## src/rtl/dsp_jtag_pkg.sv

```systemverilog
// Shared types and constants for the FPGA-internal JTAG master driving the DSP scan chain.
package dsp_jtag_pkg;

  localparam int unsigned MAX_LEN = 32;
  localparam int unsigned LEN_W   = 6;

  localparam logic TMS_IDLE  = 1'b1;
  localparam logic TDI_IDLE  = 1'b0;
  localparam logic TRST_IDLE = 1'b1;

  typedef enum logic [2:0] {
    StIdle,
    StLow,
    StHigh,
    StTrst,
    StDone
  } state_e;

  // Lengths above MAX_LEN shift a full word, so the bit counter can never wrap.
  function automatic logic [LEN_W-1:0] clamp_len(input logic [LEN_W-1:0] len);
    return (len > LEN_W'(MAX_LEN)) ? LEN_W'(MAX_LEN) : len;
  endfunction

endpackage

```

## src/rtl/dsp_jtag_master_if.sv

```systemverilog
// Host command/response bundle for the JTAG master: valid/ready command in, pulsed response out.
interface dsp_jtag_master_if;
  import dsp_jtag_pkg::*;

  logic               cmd_valid;
  logic               cmd_ready;
  logic               cmd_trst;
  logic [LEN_W-1:0]   cmd_len;
  logic [MAX_LEN-1:0] cmd_tms;
  logic [MAX_LEN-1:0] cmd_tdi;
  logic               rsp_valid;
  logic [MAX_LEN-1:0] rsp_tdo;
  logic               busy;

  modport master (
    output cmd_valid, cmd_trst, cmd_len, cmd_tms, cmd_tdi,
    input  cmd_ready, rsp_valid, rsp_tdo, busy
  );

  modport slave (
    input  cmd_valid, cmd_trst, cmd_len, cmd_tms, cmd_tdi,
    output cmd_ready, rsp_valid, rsp_tdo, busy
  );

endinterface

```

## src/rtl/dsp_jtag_sync.sv

```systemverilog
// Two-flop synchronizer bringing the chain's TDO into the CLK domain.
module dsp_jtag_sync (
  input  logic i_clk,
  input  logic i_rst,
  input  logic i_d,
  output logic o_q
);

  logic r_meta;
  logic r_sync;

  always_ff @(posedge i_clk) begin
    if (i_rst) begin
      r_meta <= 1'b0;
      r_sync <= 1'b0;
    end else begin
      r_meta <= i_d;
      r_sync <= r_meta;
    end
  end

  assign o_q = r_sync;

endmodule

```

## src/rtl/dsp_jtag_master.sv

```systemverilog
// JTAG master: shifts up to 32 TMS/TDI bits per host command into the DSP chain and
// returns the captured TDO vector; also issues timed TRST pulses.
module dsp_jtag_master
  import dsp_jtag_pkg::*;
#(
  parameter int unsigned CLK_DIV     = 4,
  parameter int unsigned TRST_CYCLES = 16
) (
  input  logic               i_clk,
  input  logic               i_rst,
  dsp_jtag_master_if.slave   cmd_if,
  output logic               o_jtag_tck,
  output logic               o_jtag_tms,
  output logic               o_jtag_tdi,
  input  logic               i_jtag_tdo,
  output logic               o_jtag_trst
);

  localparam int unsigned CNT_MAX = (CLK_DIV > TRST_CYCLES) ? CLK_DIV : TRST_CYCLES;
  localparam int unsigned CNT_W   = (CNT_MAX > 1) ? $clog2(CNT_MAX) : 1;
  localparam logic [CNT_W-1:0] DIV_LAST  = CNT_W'(CLK_DIV - 1);
  localparam logic [CNT_W-1:0] TRST_LAST = CNT_W'(TRST_CYCLES - 1);

  state_e             r_state, w_state_nxt;
  logic [CNT_W-1:0]   r_cnt, w_cnt_nxt;
  logic [LEN_W-1:0]   r_idx, w_idx_nxt;
  logic [LEN_W-1:0]   r_len, w_len_nxt;
  logic [MAX_LEN-1:0] r_tms_vec, w_tms_vec_nxt;
  logic [MAX_LEN-1:0] r_tdi_vec, w_tdi_vec_nxt;
  logic               r_tck, w_tck_nxt;
  logic               r_tms, w_tms_nxt;
  logic               r_tdi, w_tdi_nxt;
  logic               r_trst, w_trst_nxt;
  logic               r_ready, w_ready_nxt;
  logic               r_rsp_valid, w_rsp_valid_nxt;
  logic [MAX_LEN-1:0] r_rsp_tdo, w_rsp_tdo_nxt;
  logic               r_busy, w_busy_nxt;

  logic               w_tdo_sync;
  logic               w_last_div;
  logic [LEN_W-1:0]   w_len_clamped;

  dsp_jtag_sync u_sync (
    .i_clk (i_clk),
    .i_rst (i_rst),
    .i_d   (i_jtag_tdo),
    .o_q   (w_tdo_sync)
  );

  assign w_last_div    = (r_cnt == DIV_LAST);
  assign w_len_clamped = clamp_len(cmd_if.cmd_len);

  always_comb begin
    w_state_nxt     = r_state;
    w_cnt_nxt       = r_cnt + CNT_W'(1);
    w_idx_nxt       = r_idx;
    w_len_nxt       = r_len;
    w_tms_vec_nxt   = r_tms_vec;
    w_tdi_vec_nxt   = r_tdi_vec;
    w_tck_nxt       = r_tck;
    w_tms_nxt       = r_tms;
    w_tdi_nxt       = r_tdi;
    w_trst_nxt      = r_trst;
    w_ready_nxt     = r_ready;
    w_rsp_valid_nxt = 1'b0;
    w_rsp_tdo_nxt   = r_rsp_tdo;
    w_busy_nxt      = r_busy;

    unique case (r_state)
      StIdle: begin
        w_ready_nxt = 1'b1;
        w_cnt_nxt   = '0;
        if (cmd_if.cmd_valid && r_ready) begin
          w_ready_nxt   = 1'b0;
          w_busy_nxt    = 1'b1;
          w_rsp_tdo_nxt = '0;
          w_idx_nxt     = '0;
          w_len_nxt     = w_len_clamped;
          w_tms_vec_nxt = cmd_if.cmd_tms;
          w_tdi_vec_nxt = cmd_if.cmd_tdi;
          if (cmd_if.cmd_trst) begin
            w_state_nxt = StTrst;
            w_trst_nxt  = 1'b0;
            w_tms_nxt   = TMS_IDLE;
            w_tck_nxt   = 1'b0;
          end else if (w_len_clamped == '0) begin
            w_state_nxt     = StDone;
            w_rsp_valid_nxt = 1'b1;
          end else begin
            w_state_nxt = StLow;
            w_tms_nxt   = cmd_if.cmd_tms[0];
            w_tdi_nxt   = cmd_if.cmd_tdi[0];
            w_tck_nxt   = 1'b0;
          end
        end
      end

      StLow: begin
        if (w_last_div) begin
          w_state_nxt = StHigh;
          w_tck_nxt   = 1'b1;
          w_cnt_nxt   = '0;
        end
      end

      StHigh: begin
        if (w_last_div) begin
          // TDO settled after the previous falling edge; sample it just before TCK drops.
          w_rsp_tdo_nxt[r_idx[4:0]] = w_tdo_sync;
          w_tck_nxt                 = 1'b0;
          w_cnt_nxt                 = '0;
          if (r_idx == r_len - LEN_W'(1)) begin
            w_state_nxt     = StDone;
            w_rsp_valid_nxt = 1'b1;
          end else begin
            w_state_nxt = StLow;
            w_idx_nxt   = r_idx + LEN_W'(1);
            w_tms_nxt   = r_tms_vec[r_idx[4:0] + 5'd1];
            w_tdi_nxt   = r_tdi_vec[r_idx[4:0] + 5'd1];
          end
        end
      end

      StTrst: begin
        if (r_cnt == TRST_LAST) begin
          w_state_nxt     = StDone;
          w_trst_nxt      = TRST_IDLE;
          w_rsp_valid_nxt = 1'b1;
          w_cnt_nxt       = '0;
        end
      end

      StDone: begin
        w_state_nxt = StIdle;
        w_busy_nxt  = 1'b0;
        w_ready_nxt = 1'b1;
        w_cnt_nxt   = '0;
      end

      default: begin
        w_state_nxt = StIdle;
        w_cnt_nxt   = '0;
      end
    endcase
  end

  always_ff @(posedge i_clk) begin
    if (i_rst) begin
      r_state     <= StIdle;
      r_cnt       <= '0;
      r_idx       <= '0;
      r_len       <= '0;
      r_tms_vec   <= '0;
      r_tdi_vec   <= '0;
      r_tck       <= 1'b0;
      r_tms       <= TMS_IDLE;
      r_tdi       <= TDI_IDLE;
      r_trst      <= TRST_IDLE;
      r_ready     <= 1'b0;
      r_rsp_valid <= 1'b0;
      r_rsp_tdo   <= '0;
      r_busy      <= 1'b0;
    end else begin
      r_state     <= w_state_nxt;
      r_cnt       <= w_cnt_nxt;
      r_idx       <= w_idx_nxt;
      r_len       <= w_len_nxt;
      r_tms_vec   <= w_tms_vec_nxt;
      r_tdi_vec   <= w_tdi_vec_nxt;
      r_tck       <= w_tck_nxt;
      r_tms       <= w_tms_nxt;
      r_tdi       <= w_tdi_nxt;
      r_trst      <= w_trst_nxt;
      r_ready     <= w_ready_nxt;
      r_rsp_valid <= w_rsp_valid_nxt;
      r_rsp_tdo   <= w_rsp_tdo_nxt;
      r_busy      <= w_busy_nxt;
    end
  end

  assign o_jtag_tck       = r_tck;
  assign o_jtag_tms       = r_tms;
  assign o_jtag_tdi       = r_tdi;
  assign o_jtag_trst      = r_trst;
  assign cmd_if.cmd_ready = r_ready;
  assign cmd_if.rsp_valid = r_rsp_valid;
  assign cmd_if.rsp_tdo   = r_rsp_tdo;
  assign cmd_if.busy      = r_busy;

endmodule

```

## src/flat_wrapper.sv

```systemverilog
// flat-port wrapper written by rule: the top's interface ports become plain ports
module dsp_jtag_master_flat import dsp_jtag_pkg::*;
#(
  parameter int unsigned CLK_DIV     = 4,
  parameter int unsigned TRST_CYCLES = 16
)
  (i_clk, i_rst, o_jtag_tck, o_jtag_tms, o_jtag_tdi, i_jtag_tdo, o_jtag_trst, cmd_if_cmd_valid, cmd_if_cmd_trst, cmd_if_cmd_len, cmd_if_cmd_tms, cmd_if_cmd_tdi, cmd_if_cmd_ready, cmd_if_rsp_valid, cmd_if_rsp_tdo, cmd_if_busy);
  dsp_jtag_master_if cmd_if_i ();
  input  logic i_clk;
  input  logic i_rst;
  output logic o_jtag_tck;
  output logic o_jtag_tms;
  output logic o_jtag_tdi;
  input  logic i_jtag_tdo;
  output logic o_jtag_trst;
  input wire logic [$bits(cmd_if_i.cmd_valid)-1:0] cmd_if_cmd_valid;
  input wire logic [$bits(cmd_if_i.cmd_trst)-1:0] cmd_if_cmd_trst;
  input wire logic [$bits(cmd_if_i.cmd_len)-1:0] cmd_if_cmd_len;
  input wire logic [$bits(cmd_if_i.cmd_tms)-1:0] cmd_if_cmd_tms;
  input wire logic [$bits(cmd_if_i.cmd_tdi)-1:0] cmd_if_cmd_tdi;
  output wire logic [$bits(cmd_if_i.cmd_ready)-1:0] cmd_if_cmd_ready;
  output wire logic [$bits(cmd_if_i.rsp_valid)-1:0] cmd_if_rsp_valid;
  output wire logic [$bits(cmd_if_i.rsp_tdo)-1:0] cmd_if_rsp_tdo;
  output wire logic [$bits(cmd_if_i.busy)-1:0] cmd_if_busy;
  assign cmd_if_i.cmd_valid = cmd_if_cmd_valid;
  assign cmd_if_i.cmd_trst = cmd_if_cmd_trst;
  assign cmd_if_i.cmd_len = cmd_if_cmd_len;
  assign cmd_if_i.cmd_tms = cmd_if_cmd_tms;
  assign cmd_if_i.cmd_tdi = cmd_if_cmd_tdi;
  assign cmd_if_cmd_ready = cmd_if_i.cmd_ready;
  assign cmd_if_rsp_valid = cmd_if_i.rsp_valid;
  assign cmd_if_rsp_tdo = cmd_if_i.rsp_tdo;
  assign cmd_if_busy = cmd_if_i.busy;
  dsp_jtag_master #(.CLK_DIV(CLK_DIV), .TRST_CYCLES(TRST_CYCLES)) u_core (.i_clk(i_clk), .i_rst(i_rst), .cmd_if(cmd_if_i), .o_jtag_tck(o_jtag_tck), .o_jtag_tms(o_jtag_tms), .o_jtag_tdi(o_jtag_tdi), .i_jtag_tdo(i_jtag_tdo), .o_jtag_trst(o_jtag_trst));
endmodule
```

## config.mk

```make
export PLATFORM = sky130hd
export DESIGN_NAME = dsp_jtag_master_flat
export DESIGN_NICKNAME = d
export VERILOG_FILES = /design/src/rtl/dsp_jtag_pkg.sv /design/src/rtl/dsp_jtag_master_if.sv /design/src/rtl/dsp_jtag_sync.sv /design/src/rtl/dsp_jtag_master.sv /design/src/flat_wrapper.sv
export SDC_FILE = /design/constraint.sdc
export NUM_CORES = 1
export LEC_CHECK = 0
export CAP_MARGIN = 5
export CORE_MARGIN = 2
export CORE_UTILIZATION = 56
export CTS_CLUSTER_SIZE = 12
export DETAILED_ROUTE_END_ITERATION = 8
export GPL_TIMING_DRIVEN = 0
export PLACE_DENSITY_LB_ADDON = 0.12
export SLEW_MARGIN = 10
export SYNTH_ARGS = -nofsm -noshare
export SYNTH_HDL_FRONTEND = slang
export SYNTH_SLANG_ARGS = --single-unit
```

## constraint.sdc

```tcl
create_clock -name i_clk -period 5.12 [get_ports i_clk]
set_input_delay 0.512 -clock i_clk [delete_from_list [all_inputs] [get_ports i_clk]]
set_output_delay 0.512 -clock i_clk [all_outputs]
set_load 0.1 [all_outputs]
```

**Gate-type map**

(4 px per um)
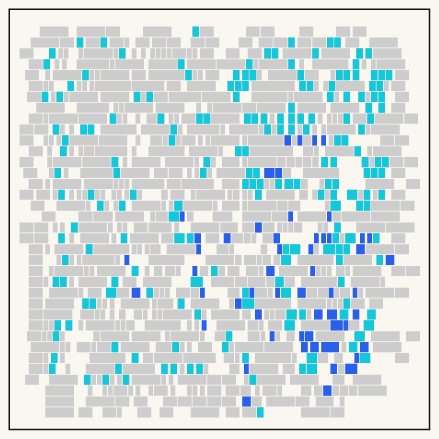
family	colour	cells	most used
aoi and oai cells	cyan	191	a21oi_1
nor cells	blue	55	nor2_1
non-filler cells, final: 993
multi-input combinational area share: 38.9%
most numerous logic cell after layout: nand2_1

**Sequential cells grouped by signal name**

(4 px per um) Other sequential cells in the stronger grey, the rest of the logic in the fainter grey.
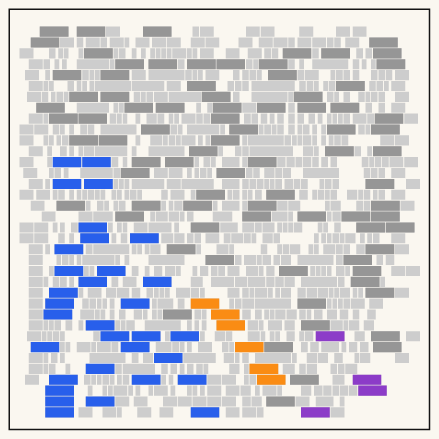
netlist name	colour	placed flops
`u_core.r_len`	orange	6
`u_core.r_tms_vec`	blue	32
`u_core.r_cnt`	purple	4
not coloured	82
Seq area share: 32.9%
sequential power: 1.02 mW
Final Util: 76.9%

==> reports/metrics.yaml <==
die:
  rows: 36
  die-area_um2: 11000
  fp.dieW_um: 105
  coreArea_um2: 9820
  io_pins: 114
sta:
  hold_viol_final: 0
  rsz0062_at_grt: "false"
  final.setup.worst_slack_ns: 2.04
  finalSetupTns_ns: 0
  finalClockSkew_ns: 0.00657
  slew_viol_final: 0
  setup_viol: 0
  tightest_slew_ns: 1.01
  fin_crit_sh_pct: 60.1
  min_period_ns: 3.08
cells_and_area:
  fill_cells: 757
  antennaDiodeCount: 0
  nets: 928
  combGateArea_um2: 2940
  nNonClkBuffers: 169
  drive_gt1_share_pct: 6.86
  buffer_area_share_pct: 18.0
  flops: 124
  inverters: 6
  final-clk-cell-share_pct: 7.62
  largest_cell_class: "combinational gates"
  lay_top_cells: "191 x nand2_1, 133 x a21oi_1, 124 x dfxtp_1, 113 x clkdlybuf4s50_1, 45 x clkbuf_1"
min_path:
  whs_path_depth: 1
critical_path:
  rr_startpoint: "u_core.r_idx[0]"
  path_common_cell: "buf_2"
  critical_path.endpoint: "u_core.o_jtag_tdi"
  reg2regPathDepth: 10
  end_kind: "flip-flop"
  crit_buf_inv: 4
  cpMaxStageDelayCell: "mux4_2"
  critPathLaunch: "u_core.r_idx[0]"
  arrival_ns: 3.47
  crit_path_start_kind: "flip-flop"
  crit_chain: "buf_2 -> inv_1 -> ha_1 -> buf_2 -> buf_2 -> mux4_2 -> mux2i_1 -> mux2i_1 -> a211oi_1 -> a211oi_1"
  critPathMaxFanout: 10
  cp_slowest_stage_delay_ns: 0.58
  r2r_slack_ns: 2.04
cts:
  cts_hold_buf: 0
  cts.clk_slew.worst_paths_ns: 0.06
  cts_tree: "yes"
  cts_setup_buffers: 0
  clockBufferDepth: 2
  numCtsBuffers: 17
routing:
  drt_iter0_markers: 386
  top_layer: "met4"
  met2WireLength_um: 8300
  drc: 0
  vias: 5792
  wl_per_cell_um: 16.5
  m1WireLength_um: 6450
  first_pass_iters: 5
synthesis:
  ys_area_um2: 5680
  xor_area_share_pct: 2.42
  postSynthCellCount: 715
  ys.flops: 124
  netlist-cell-type-count: 51
  ys_async_sr_fraction_pct: 0
  synthAoiAreaFrac_pct: 19.2
  fa_ha_area_share_pct: 1.32
  synth_warnings: 0
  synth_area_um2: 5680
  top_logic_kind: "simple AND/OR/NAND/NOR gates"
  yosys.area_share.simple_pct: 21.8
place:
  gp_congestion: 0.865
  io_buffers: 113
  hpwl_um: 11500
  dp_cells: 961
  pre_cts_ws_ns: 2.08
  placed_area_um2: 6970
global_route:
  antenna_found_initial: 0
  grt_start_max_net_pins: 17
  grt_use_met2_pct: 53.1
  busiest_layer: "met2"
  track_usage_pct: 30.1
pwr:
  p_per_area_nw_per_um2: 324
  total_power_mw: 2.44
  ir_worst_vdd_uv: 199
job:
  warnings: 29
status:
  run_status: "complete, no violations"
[synthesized netlist by cell type (all sizes together), types with 5 or more instances]
| master | number | area [um2] |
|---|---|---|
| nand3 | 6 | 30.0 |
| nand2 | 191 | 717 |
| nor4 | 6 | 43.8 |
| nor2 | 28 | 105 |
| xnor2 | 7 | 61.3 |
| a21oi | 134 | 674 |
| dfxtp | 124 | 2480 |
| mux2i | 12 | 120 |
| clkbuf | 44 | 165 |
| buf | 12 | 66.3 |
| nand3b | 7 | 52.6 |
| ha | 6 | 75.1 |
| nor3 | 11 | 55.1 |
| nand4 | 5 | 31.3 |
| and2 | 7 | 43.8 |
| inv | 6 | 22.5 |
| mux4 | 12 | 270 |
| xor2 | 7 | 76.3 |
| nor2b | 6 | 37.5 |
| o21ai | 33 | 165 |
[report_power, final]
part | internal, mW | switching [mW]
Clock | 0.706 | 0.455
Combinational | 0.110 | 0.150
Sequential | 1.00 | 0.0203
Total | 1.82 | 0.626
[how the worst min path moves through the flow]
stage	endpoint	start	slack, ns
5_1_grt	u_core.r_cnt[0]	u_core.r_cnt[0]	0.47
3_3_place_gp	u_core.u_sync.o_q	u_core.u_sync.r_meta	0.43
6_report	u_core.r_cnt[0]	u_core.r_cnt[0]	0.45
4_1_cts	u_core.r_cnt[0]	u_core.r_cnt[0]	0.45
3_5_place_dp	u_core.r_cnt[0]	u_core.r_cnt[0]	0.44
2_1_floorplan	u_core.u_sync.o_q	u_core.u_sync.r_meta	0.41
[cell families (layout without fill, tap and decap cells)]
family                     count (synthesis)  count (layout)
and+or+nand+nor                          284             284
AOI/OAI and AO/OA                        200             200
DFF                                      124             124
buffers and inverters                     62             207
muxes                                     25              25
xor gates and xnor gates                  14              14
adders and majority gates                  6               6
Power and IR drop assume default switching activity.
